$ cat src/rtl/explore_serial_harness.sv
// ============================================================================
// explore_serial_harness
//   Serially loaded operands feed an ADD / MULT / FMA / MAC unit with an
//   iterative shift-add multiplier; the result reads back one byte at a time.
//   Revision: 1.0
// ============================================================================
`default_nettype none

module explore_serial_harness #(
   parameter int WIDTH = 8,
   parameter int ACC_W = 32,
   localparam int NBYTES = ACC_W / 8,
   localparam int BSW = (NBYTES > 1) ? $clog2(NBYTES) : 1
) (
   input  logic           clk,
   input  logic           rst_n,
   input  logic           ena,
   input  logic [2:0]     ser_in,
   input  logic           shift_en,
   input  logic [1:0]     mode,
   input  logic           start,
   input  logic           clear_acc,
   input  logic [BSW-1:0] byte_sel,
   output logic           busy,
   output logic           done,
   output logic           overflow,
   output logic [7:0]     rd_byte
);

   localparam int CW = $clog2(WIDTH);
   localparam logic [1:0] OP_ADD  = 2'd0;
   localparam logic [1:0] OP_MULT = 2'd1;
   localparam logic [1:0] OP_MAC  = 2'd3;

   typedef enum logic [1:0] {
      S_IDLE = 2'd0,
      S_EXEC = 2'd1,
      S_DONE = 2'd2
   } state_t;

   state_t             state_q, state_d;
   logic [WIDTH-1:0]   a_q, a_d, b_q, b_d, c_q, c_d;
   logic [1:0]         op_q, op_d;
   logic [WIDTH-1:0]   ma_q, ma_d, mc_q, mc_d;
   logic [ACC_W-1:0]   mb_q, mb_d, prod_q, prod_d;
   logic [CW-1:0]      cnt_q, cnt_d;
   logic [ACC_W-1:0]   result_q, result_d, acc_q, acc_d;
   logic               ovf_q, ovf_d;

   logic [ACC_W-1:0]   pp;
   logic [ACC_W:0]     fma_sum;

   always_comb begin
      state_d  = state_q;
      a_d      = a_q;
      b_d      = b_q;
      c_d      = c_q;
      op_d     = op_q;
      ma_d     = ma_q;
      mb_d     = mb_q;
      mc_d     = mc_q;
      prod_d   = prod_q;
      cnt_d    = cnt_q;
      result_d = result_q;
      acc_d    = acc_q;
      ovf_d    = ovf_q;

      pp      = prod_q + (ma_q[0] ? mb_q : '0);
      fma_sum = {1'b0, acc_q} + {1'b0, pp};

      case (state_q)
         S_IDLE: begin
            // clear is applied before a same-cycle FMA reads the accumulator
            if (clear_acc) begin
               acc_d = '0;
               ovf_d = 1'b0;
            end
            if (start) begin
               state_d = S_EXEC;
               op_d    = mode;
               ma_d    = a_q;
               mb_d    = ACC_W'(b_q);
               mc_d    = c_q;
               prod_d  = '0;
               cnt_d   = (mode == OP_ADD) ? '0 : CW'(WIDTH - 1);
            end else if (shift_en) begin
               a_d = {a_q[WIDTH-2:0], ser_in[0]};
               b_d = {b_q[WIDTH-2:0], ser_in[1]};
               c_d = {c_q[WIDTH-2:0], ser_in[2]};
            end
         end
         S_EXEC: begin
            prod_d = pp;
            ma_d   = ma_q >> 1;
            mb_d   = mb_q << 1;
            cnt_d  = cnt_q - 1'b1;
            if (cnt_q == '0) begin
               state_d = S_DONE;
               // ADD finishes on its first EXEC cycle, so ma/mb are still unshifted
               case (op_q)
                  OP_ADD:  result_d = ACC_W'(ma_q) + mb_q;
                  OP_MULT: result_d = pp;
                  OP_MAC:  result_d = pp + ACC_W'(mc_q);
                  default: begin
                     acc_d    = fma_sum[ACC_W-1:0];
                     result_d = fma_sum[ACC_W-1:0];
                     ovf_d    = ovf_q | fma_sum[ACC_W];
                  end
               endcase
            end
         end
         S_DONE:  state_d = S_IDLE;
         default: state_d = S_IDLE;
      endcase
   end

   always_ff @(posedge clk or negedge rst_n) begin
      if (!rst_n) begin
         state_q  <= S_IDLE;
         a_q      <= '0;
         b_q      <= '0;
         c_q      <= '0;
         op_q     <= '0;
         ma_q     <= '0;
         mb_q     <= '0;
         mc_q     <= '0;
         prod_q   <= '0;
         cnt_q    <= '0;
         result_q <= '0;
         acc_q    <= '0;
         ovf_q    <= 1'b0;
      end else if (ena) begin
         state_q  <= state_d;
         a_q      <= a_d;
         b_q      <= b_d;
         c_q      <= c_d;
         op_q     <= op_d;
         ma_q     <= ma_d;
         mb_q     <= mb_d;
         mc_q     <= mc_d;
         prod_q   <= prod_d;
         cnt_q    <= cnt_d;
         result_q <= result_d;
         acc_q    <= acc_d;
         ovf_q    <= ovf_d;
      end
   end

   assign busy     = (state_q == S_EXEC);
   assign done     = (state_q == S_DONE);
   assign overflow = ovf_q;

   // out-of-range byte indices fall through to zero
   always_comb begin
      rd_byte = 8'h00;
      for (int i = 0; i < NBYTES; i++) begin
         if (byte_sel == BSW'(i)) rd_byte = result_q[8*i +: 8];
      end
   end

endmodule

`default_nettype wire

$ cat config.mk
export PLATFORM = sky130hd
export DESIGN_NAME = explore_serial_harness
export DESIGN_NICKNAME = d
export VERILOG_FILES = /design/src/rtl/explore_serial_harness.sv
export SDC_FILE = /design/constraint.sdc
export NUM_CORES = 1
export LEC_CHECK = 0
export CAP_MARGIN = 25
export CORE_ASPECT_RATIO = 1.75
export CORE_UTILIZATION = 40
export CTS_CLUSTER_DIAMETER = 100
export DETAILED_ROUTE_END_ITERATION = 8
export GPL_TIMING_DRIVEN = 0
export PLACE_DENSITY = 0.64
export SYNTH_ARGS = -nofsm -noshare
export SYNTH_HDL_FRONTEND = slang
export SYNTH_SLANG_ARGS = --single-unit
$ cat constraint.sdc
create_clock -name clk -period 5.1 [get_ports clk]
set_clock_uncertainty 0.05 [all_clocks]
set_input_delay 1.02 -clock clk [delete_from_list [all_inputs] [get_ports clk]]
set_output_delay 1.02 -clock clk [all_outputs]
set_load 0.01 [all_outputs]
### I/O nets highlighted

Bar = 50 um.
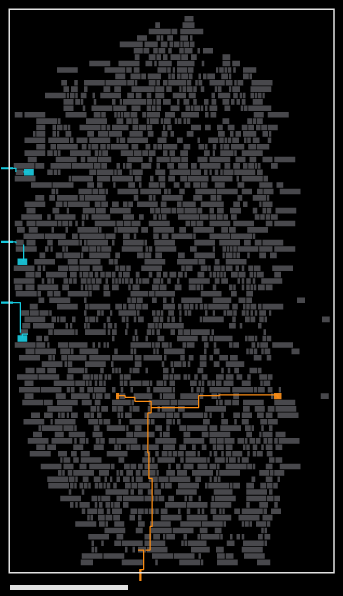
legend:
  ser_in:
    colour: cyan
    bits: 3
    direction: input
    end_cells: 3
    wire: 36.1 um
  clear_acc:
    colour: orange
    bits: 1
    direction: input
    end_cells: 2
    wire: 160 um
Port Buf Inserts: 21
Top Ports: 24

### Placement density heat map

Bar = 50 um. 14 x 24 tiles, from black (low) to pale yellow (high), 0 to 100% covered.
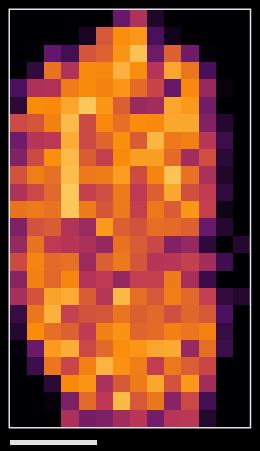
tiles over 75% full: 15%
nearly empty tiles: 19%
emptiest ninth of the die: upper right
fullest tile: 88%
mean over tiles: 46%
Core Area: 0.0315 mm^2
post-layout util: 0.490
fp_density: 0.407

### Cell classes on the final placement

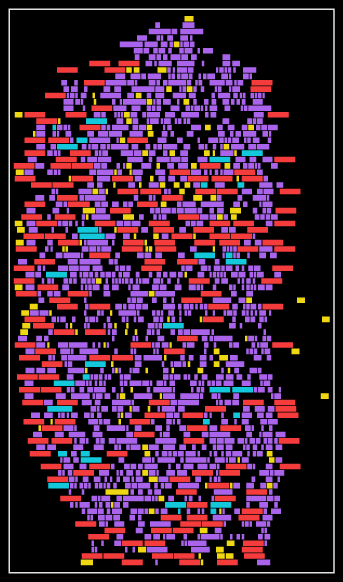
legend:
  clock drivers and dummy loads:
    colour: cyan
    cells: 31
    share_of_their_area: 3.9%
  other buffers and delay cells:
    colour: yellow
    cells: 141
    share_of_their_area: 6.3%
  all other logic:
    colour: purple
    cells: 1154
    share_of_their_area: 60%
  flops:
    colour: red
    cells: 176
    share_of_their_area: 29%
flop share of the area: 0.285
FP Rows: 86

### Floorplan with the power grid

Bar = 50 um. Pins as bars on the die edge.
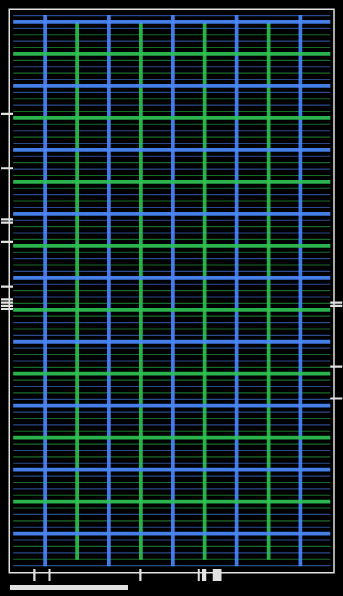
legend:
  VSS:
    colour: blue
  VDD:
    colour: green
signal pins: 24
met4 straps: 9
met5 straps: 17
rows: 86
met1 rails: 87
Die H: 239 um
maximum VDD drop: 0.000330 V
DIE WIDTH: 137 um

==> ci_impl_report.md <==
## Synthesis and layout report

| Metric | Value |
|---|---|
| Root Buffer Master | `clkbuf_16` |
| Tot Pwr | `6.63 mW` |
| Setup TNS Final | `-0.126 ns` |
| Crit path launch | `ma_q[0]` |
| DP HPWL | `34.0 mm` |
| Clock sink total | `176` |
| Busiest grt layer | `met2` |
| Sw Share | `0.442` |
| Hold path endpoint | `result_q[19]` |
| Placed Area | `0.0136 mm^2` |
| Max Fclk | `0.193 GHz` |
| Mapped cell area | `0.0128 mm^2` |
| Synth cell count leaders | `dfrtp_1, nand2_1, o21ai_0, ha_1` |
| Met2 Usage GRT | `0.498` |
| Mapped Cells | `1403` |
| CTS tree | `yes` |
| MI comb area | `0.00886 mm^2` |
| Switching Power | `2.93 mW` |
| Largest net degree at the start of global routing | `97` |
| Initial detailed-routing violation count | `752` |
| Setup violators final | `3` |
| Cts hold-fix bufs | `0` |
| 1st-pass router iterations | `7` |
| Syn. warnings | `0` |
| Antenna violation net count after detailed routing | `0` |
| Int Pwr | `3.70 mW` |
| Max Cap Violations | `0` |
| Vias per inst | `6.25` |
| Hold Slack | `0.422 ns` |
| Comb pwr share | `0.488` |
| Commonest Layout Cell | `dfrtp_1` |
| Arr. time, crit path | `5.50 ns` |
| R2r endpoint | `result_q[30]` |
| Critical Path End | `result_q[30]` |
| Fraction of layout cells with a size suffix above 1 | `0.190` |
| Vias | `11900` |
| NumNets Final | `1589` |
| Crit Path Category | `reg -> reg` |
| Post-synth seq share | `0.343` |
| First-pass GRT wire length | `68.8 mm` |
| Die area | `0.0328 mm^2` |
| Cell count in the Yosys report | `1403` |
| M3 GR Usage | `0.0413` |
| Post-route cell area | `0.0155 mm^2` |
| RSZ-0062 raised after global routing | `true` |
| Leakage power | `6.88 nW` |
| Distinct lib cells | `85` |
| Main flop type | `dfrtp_1` |
| Area grow syn2layout | `20.3%` |
| Pwr Density | `429 mW/mm^2` |
| Reg clk slew, reported paths | `0.08 ns` |
| GRT Overall Usage | `0.289` |
| Asr flop ratio synth | `1.00` |
| Register area | `0.00441 mm^2` |
| Slew Limit Fails | `0` |
| Critical Path End Type | `register` |
| Syn Nets | `1502` |
| Antenna diode count | `0` |
| Failing checks | `negative setup slack` |
| WL per Instance | `24.2 um` |
| Outcome | `complete, but fails checks` |
| Hold crit path type | `reg -> reg` |
| CP cell instances | `clkbuf_8 -> and2_1 -> ha_1 -> buf_4 -> a21oi_4 -> o21ai_1 -> or4_1 -> o221ai_2 -> a2111oi_4 -> buf_6 -> buf_4 -> ha_1 -> a21o_1 -> a211oi_2 -> nand3_2 -> a21oi_2 -> o31ai_2 -> a31o_2 -> xnor2_2 -> a2111o_1 -> o211ai_1` |
| DRC | `0` |
| Worst R2R Start | `ma_q[0]` |
| Reg power frac | `0.305` |
| Least-Margin Pin Slew | `0.901 ns` |
| Total CTS buffers | `17` |
| Min setup slack post-route | `-0.0871 ns` |
| HP Start | `result_q[19]` |
registers in the layout (all words and copies together), names as in the netlist:
signal    count
mb_q         32
state_q       2
cnt_q         3
ma_q          8
mc_q          8
c_q           8
op_q          2
overflow      1
b_q           8
a_q           8
acc_q        32
prod_q       32
result_q     32
critical path: cells and delay by family, from the launching register on:
family          cells  cell delay (ns)
compound gates     11             2.20
xor+xnor            1             0.19
fa+ha+maj           2             0.59
buf+inv             4             0.70
flops               1             0.51
simple gates        3             0.79
what timing repair did:
action                                  4_1_cts  5_1_grt
resized                                     132       51
setup buffers                                33       13
endpoints found under the setup margin       37       17
endpoints found under the hold margin         0        0
cloned                                        1        0
pin swaps                                    37       44
logic make-up (layout without fill, tap and decap cells):
kind of cell    count (synthesis)  after routing  share of synthesized area
mux                            57             57                     0.0661
flops                         176            176                      0.343
simple gates                  431            431                      0.163
fa+ha+maj                      86             86                     0.0861
buf+inv                       115            214                     0.0349
xor+xnor                       78             78                     0.0538
compound gates                460            460                      0.253
layer usage:
layer | wire (um) | up-vias
met5 | 0 | -
met4 | 4890 | 0
met3 | 1690 | 210
met2 | 23500 | 405
met1 | 15800 | 5867
li1 | - | 5386
power by group through the flow:
stage	clock network, mW	logic, mW	registers [mW]
global placement	0	2.79	2.00
CTS	1.39	3.08	2.00
finish	1.37	3.23	2.02
global route	1.44	3.43	2.05
floorplan	0	1.88	1.90
detailed placement	0	2.83	2.00
area by class of cell:
class                   count  area share
clock buffers              19      0.0287
clock inverters            12     0.00956
multi-input cells        1112       0.573
inverters                  42      0.0105
repair buffers             69      0.0394
well taps                 396      0.0321
flip-flops and latches    176       0.285
plain buffers              72      0.0214
Power is estimated from default activity; no workload was simulated.
